Figure 1. Signal wires on met2.
Drawn at 2 px/um.
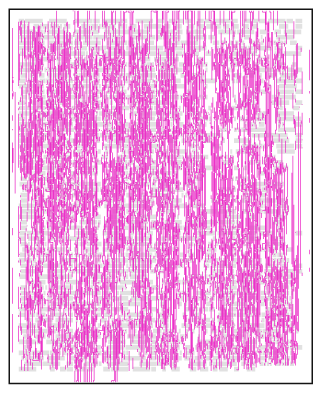
Figure 2. Zoomed window.
Window x 103 to 123, y 130 to 150 um. Cells in gray, sequential cells in the stronger gray; small squares are vias.
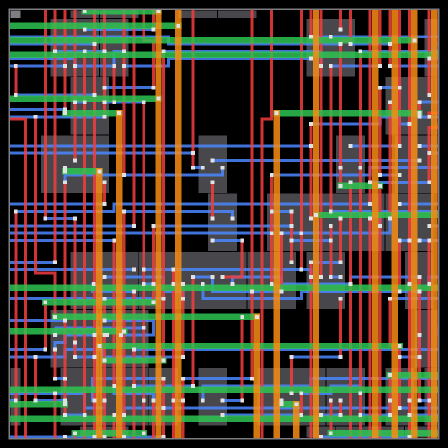
Figure 3. Wires at chosen ports, followed through buffers.
Drawn at 2 px/um.
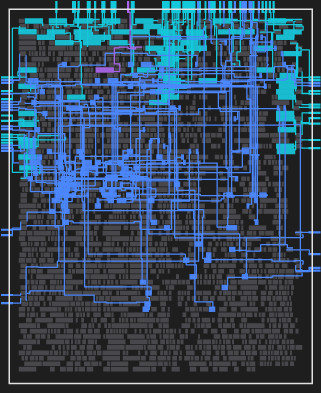
`src/rtl/hilo_muldiv_ctrl.sv`:
```
// rtl/hilo_muldiv_ctrl.sv - multi-cycle MULT/DIV sequencer owning all HI/LO register writes
module hilo_muldiv_ctrl #(
    parameter int WIDTH = 32
) (
    input  logic               clk,
    input  logic               rst_n,
    input  logic               start_i,
    input  logic [2:0]         op_i,
    input  logic [WIDTH-1:0]   rs_val_i,
    input  logic [WIDTH-1:0]   rt_val_i,
    input  logic               cancel_i,
    output logic               busy_o,
    output logic [1:0]         hilo_we_o,
    output logic [2*WIDTH-1:0] hilo_wdata_o
);
    typedef enum logic [2:0] {S_IDLE, S_MUL, S_DIV, S_FIX, S_DONE} state_e;

    state_e               state_q, state_d;
    logic [5:0]           cnt_q, cnt_d;
    logic [2*WIDTH-1:0]   acc_q, acc_d;
    logic [WIDTH-1:0]     opa_q, opa_d;
    logic [WIDTH-1:0]     opb_q, opb_d;
    logic                 neg_lo_q, neg_lo_d;
    logic                 neg_hi_q, neg_hi_d;
    logic                 is_div_q, is_div_d;
    logic                 busy_q;
    logic [1:0]           we_q, we_d;
    logic [2*WIDTH-1:0]   wdata_q, wdata_d;

    logic                 op_signed, rs_neg, rt_neg;
    logic [WIDTH-1:0]     rs_mag, rt_mag, q_fix, r_fix;
    logic [WIDTH:0]       mul_sum, div_diff;
    logic [2*WIDTH-1:0]   prod_fix;

    assign op_signed = ~op_i[0];
    assign rs_neg    = op_signed & rs_val_i[WIDTH-1];
    assign rt_neg    = op_signed & rt_val_i[WIDTH-1];
    assign rs_mag    = rs_neg ? -rs_val_i : rs_val_i;
    assign rt_mag    = rt_neg ? -rt_val_i : rt_val_i;

    // acc holds product (MUL) or {partial remainder, dividend/quotient} (DIV)
    assign mul_sum  = {1'b0, acc_q[2*WIDTH-1:WIDTH]} + {1'b0, (opb_q[0] ? opa_q : {WIDTH{1'b0}})};
    assign div_diff = acc_q[2*WIDTH-1:WIDTH-1] - {1'b0, opa_q};

    assign q_fix    = neg_lo_q ? -acc_q[WIDTH-1:0] : acc_q[WIDTH-1:0];
    assign r_fix    = neg_hi_q ? -acc_q[2*WIDTH-1:WIDTH] : acc_q[2*WIDTH-1:WIDTH];
    assign prod_fix = neg_lo_q ? -acc_q : acc_q;

    always_comb begin
        state_d  = state_q;
        cnt_d    = cnt_q;
        acc_d    = acc_q;
        opa_d    = opa_q;
        opb_d    = opb_q;
        neg_lo_d = neg_lo_q;
        neg_hi_d = neg_hi_q;
        is_div_d = is_div_q;
        we_d     = 2'b00;
        wdata_d  = '0;
        case (state_q)
            S_IDLE: begin
                if (start_i && !cancel_i) begin
                    case (op_i)
                        3'b000, 3'b001: begin
                            opa_d    = rs_mag;
                            opb_d    = rt_mag;
                            neg_lo_d = rs_neg ^ rt_neg;
                            neg_hi_d = 1'b0;
                            is_div_d = 1'b0;
                            acc_d    = '0;
                            cnt_d    = '0;
                            state_d  = S_MUL;
                        end
                        3'b010, 3'b011: begin
                            is_div_d = 1'b1;
                            cnt_d    = '0;
                            if (rt_val_i == '0) begin
                                acc_d    = {rs_val_i, {WIDTH{1'b1}}};
                                neg_lo_d = 1'b0;
                                neg_hi_d = 1'b0;
                                state_d  = S_FIX;
                            end else begin
                                opa_d    = rt_mag;
                                acc_d    = {{WIDTH{1'b0}}, rs_mag};
                                neg_lo_d = rs_neg ^ rt_neg;
                                neg_hi_d = rs_neg;
                                state_d  = S_DIV;
                            end
                        end
                        3'b100: begin
                            we_d    = 2'b10;
                            wdata_d = {rs_val_i, {WIDTH{1'b0}}};
                            state_d = S_DONE;
                        end
                        3'b101: begin
                            we_d    = 2'b01;
                            wdata_d = {{WIDTH{1'b0}}, rs_val_i};
                            state_d = S_DONE;
                        end
                        default: ;
                    endcase
                end
            end
            S_MUL: begin
                acc_d = {mul_sum, acc_q[WIDTH-1:1]};
                opb_d = opb_q >> 1;
                cnt_d = cnt_q + 6'd1;
                if (cnt_q == 6'(WIDTH-1)) state_d = S_FIX;
            end
            S_DIV: begin
                if (!div_diff[WIDTH]) acc_d = {div_diff[WIDTH-1:0], acc_q[WIDTH-2:0], 1'b1};
                else                  acc_d = {acc_q[2*WIDTH-2:0], 1'b0};
                cnt_d = cnt_q + 6'd1;
                if (cnt_q == 6'(WIDTH-1)) state_d = S_FIX;
            end
            S_FIX: begin
                we_d    = 2'b11;
                wdata_d = is_div_q ? {r_fix, q_fix} : prod_fix;
                state_d = S_DONE;
            end
            S_DONE: state_d = S_IDLE;
            default: state_d = S_IDLE;
        endcase
        if (cancel_i && state_q != S_IDLE) begin
            state_d = S_IDLE;
            we_d    = 2'b00;
            wdata_d = '0;
        end
    end

    always_ff @(posedge clk or negedge rst_n) begin
        if (!rst_n) begin
            state_q  <= S_IDLE;
            cnt_q    <= '0;
            acc_q    <= '0;
            opa_q    <= '0;
            opb_q    <= '0;
            neg_lo_q <= 1'b0;
            neg_hi_q <= 1'b0;
            is_div_q <= 1'b0;
            busy_q   <= 1'b0;
            we_q     <= 2'b00;
            wdata_q  <= '0;
        end else begin
            state_q  <= state_d;
            cnt_q    <= cnt_d;
            acc_q    <= acc_d;
            opa_q    <= opa_d;
            opb_q    <= opb_d;
            neg_lo_q <= neg_lo_d;
            neg_hi_q <= neg_hi_d;
            is_div_q <= is_div_d;
            busy_q   <= (state_d != S_IDLE);
            we_q     <= we_d;
            wdata_q  <= wdata_d;
        end
    end

    // a flush arriving during DONE must still kill the already-registered write
    assign busy_o       = busy_q;
    assign hilo_we_o    = cancel_i ? 2'b00 : we_q;
    assign hilo_wdata_o = wdata_q;
endmodule
```
`config.mk`:
```
export PLATFORM = sky130hd
export DESIGN_NAME = hilo_muldiv_ctrl
export DESIGN_NICKNAME = d
export VERILOG_FILES = /design/src/rtl/hilo_muldiv_ctrl.sv
export SDC_FILE = /design/constraint.sdc
export NUM_CORES = 1
export LEC_CHECK = 0
export CORE_ASPECT_RATIO = 1.25
export CORE_MARGIN = 4
export CORE_UTILIZATION = 64
export DETAILED_ROUTE_END_ITERATION = 12
export PLACE_DENSITY = 0.87
export SYNTH_ARGS = -nofsm -noshare
export SYNTH_HDL_FRONTEND = slang
export SYNTH_SLANG_ARGS = --single-unit
```
`constraint.sdc`:
```
create_clock -name clk -period 5.9 [get_ports clk]
set_input_delay 1.18 -clock clk [delete_from_list [all_inputs] [get_ports clk]]
set_output_delay 1.18 -clock clk [all_outputs]
set_load 0.02 [all_outputs]
```
==> reports/results.txt <==
fa+ha+maj area frac -> 5.546%
critical path type -> in2reg
fmax -> 228.6 MHz
Top cell by count, worst path -> buf_4
CP endpoint -> opa_q[26]$_DFFE_PN0P_
worst r2r src -> acc_q[31]$_DFFE_PN0P_
# IOs -> 138
worst reg2reg endpoint -> acc_q[59]$_DFFE_PN0P_
Worst Hold Launch -> opb_q[26]$_DFFE_PN0P_
clk slew on worst S/H paths -> 0.07 ns
DRT Wirelength -> 61.24 mm
Setup crit start kind -> input pin
leading area contributor after synthesis -> dfrtp_1
Power Total -> 9.617 mW
Max VDD drop -> 347.1 uV
final hold vios -> 0
Chip Width -> 150.7 um
Max H-tree Level -> 1
Slew @ Worst Pin -> 1.330 ns
die area -> 0.02809 mm2
Worst path depth -> 13
Avg Synthesized Cell Area -> 8.044 um2
Comb pwr share -> 56.5%
Unique masters post-synth -> 77
flop2flop setup slack -> 1.56 ns
Arr. time, crit path -> 4.74 ns
cell count listed in synth_stat.txt -> 2,025
post-cts sizing count -> 0
most common cell in the netlist -> dfrtp_1
clock power share -> 15.4%
RSZ-0062 raised after global routing -> false
IO buf count -> 137
Simple-Gate Area Share -> 19.21%
NumNets Final -> 2,212
Final HPWL DP -> 44.24 mm
core area -> 0.02513 mm2
Commonest cells post-synth -> dfrtp_1 (207), nor2_1 (201), nand2_1 (184)
die height -> 186.4 um
row count -> 65
Synth Seq Share -> 31.80%
clk_skew -> 0.01760 ns
max_cap viols -> 0
clk buf depth -> 3
ant diodes -> 0
Synth top area share -> 31.80%
main flop type after synthesis -> dfrtp_1
yosys synthesis chip area -> 0.01629 mm2
Fillers -> 1,912
DRC Markers -> 0
Power Dens Cells -> 519.7 mW/mm2
Main logic family -> AND-OR/OR-AND gates
power in the clock group -> 1.48 mW
routed vias/inst -> 6.972
Registers, synthesis -> 207
Async SR Flop Fraction -> 100.0%
CTS tree -> yes
syn_nets -> 2,167
Critical Path, Cell by Cell -> clkdlybuf4s50_1, inv_1, ha_1, nand2b_1, nor4_1, nand4_1, buf_4, or3_1, o21ai_4, buf_4, nor3b_1, a21oi_1, o21ai_0
EDFF count, synth -> 0
Tmin final -> 4.375 ns
vias in the first global route -> 16,520
hold path endpoint -> opb_q[26]$_DFFE_PN0P_
total gr overflow -> 0
post-route ant nets -> 0
worst-path fanout max -> 65
final setup TNS -> 0 ns
drt first pass iters -> 7
cell count after synthesis -> 2,025
slowest stage delay, CP -> 0.64 ns
post-CTS setup buffers -> 0
max_slew headroom -> 11.24%
hold buffers post-CTS -> 0
period utilization -> 74.15%
post-synthesis compound-gate area fraction -> 26.86%
Num Clock Sinks -> 207
CP bufs+invs -> 4
root buf cell -> clkbuf_16
cell-internal power -> 4.941 mW
final worst slack -> 1.525 ns
XOR/XNOR Area Share -> 9.402%
status -> complete, no violations
clk_lat worst skew -> 0.53 ns
worst setup path startpoint -> rt_val_i[0]
share of post-route cells with drive strength above 1 -> 4.648%
DR iter-0 viols -> 2,081
largest power group -> combinational cells
pre-CTS setup slack -> 1.164 ns
Notes on Figure 1 above:
share of all routed wire: 45%
wire length on this layer: 27.5 mm
main direction: vertical
longest straight run: 88.4 um

Notes on Figure 2 above:
| layer | color |
|---|---|
| M1 | blue |
| M3 | green |
| M4 | orange |
| M2 | red |
sequential cells in the window: 0
cells with their middle in the window: 28
most frequent: nand2_1 (6), nor4_1 (3)

Notes on Figure 3 above:
| port | color | bits | direction | end cells | buffers | wire |
|---|---|---|---|---|---|---|
| `rs_val_i` | blue | 32 | input | 155 | 35 | 7,270 um |
| `busy_o` | purple | 1 | output | 1 | 1 | 55.6 um |
| `hilo_wdata_o` | cyan | 64 | output | 64 | 64 | 1,610 um |

-- routing by layer --
| layer | track usage, % | part of all wire (%) | up-vias |
|---|---|---|---|
| li1 | - | - | 7451 |
| met1 | 49.88 | 33 | 7932 |
| met2 | 66.55 | 45 | 1134 |
| met3 | 11.37 | 12 | 367 |
| met4 | 33.60 | 10 | 2 |
| met5 | 0 | 0.020 | - |
-- registers in the layout, summed over array words and instances (netlist names) --
signal	count
we_q	2
busy_o	1
neg_hi_q	1
neg_lo_q	1
opb_q	32
hilo_wdata_o	64
acc_q	64
cnt_q	6
state_q	3
is_div_q	1
opa_q	32
-- logic make-up after synthesis --
logic type,after synthesis
AND-OR/OR-AND,686
flip-flops,207
AND/OR/NAND/NOR,642
buffers and inverters,214
XOR/XNOR,174
multiplexers,31
adder cells (fa/ha/maj),71
-- final cells by class --
cell class                 count  area (um2)  share of cell area [%]
clock buffer                  30       611.8                   3.307
clock inverter                12       150.1                  0.8114
inverter                      74       277.8                   1.501
multi-input combinational   1604       10300                   55.69
sequential                   207        5180                   27.99
tap                          335       419.2                   2.265
timing repair buffer         160        1560                   8.432
-- layout by cell type (no fill, tap or decap), drive strengths merged, types with 31 or more instances in the layout --
cell             n
and2            38
a31oi           42
nor2           203
clkbuf          31
clkdlybuf4s50  136
xnor2          112
nor3            36
inv             75
xor2            62
ha              69
nand2          184
o21ai          203
a221oi          31
a22oi           80
a21oi          151
dfrtp          207
-- per-stage QoR --
stage / hold slack (ns) / instances / cell area (um2)
finish: 0.4781 / 2422 / 18500
global route: 0.4965 / 2422 / 18500
CTS: 0.4721 / 2422 / 18500
detailed placement: 0.4585 / 2380 / 17740
global placement: 0.4508 / 2380 / 17740
floorplan: 0.4380 / 2025 / 16290
Power and IR drop assume default switching activity.
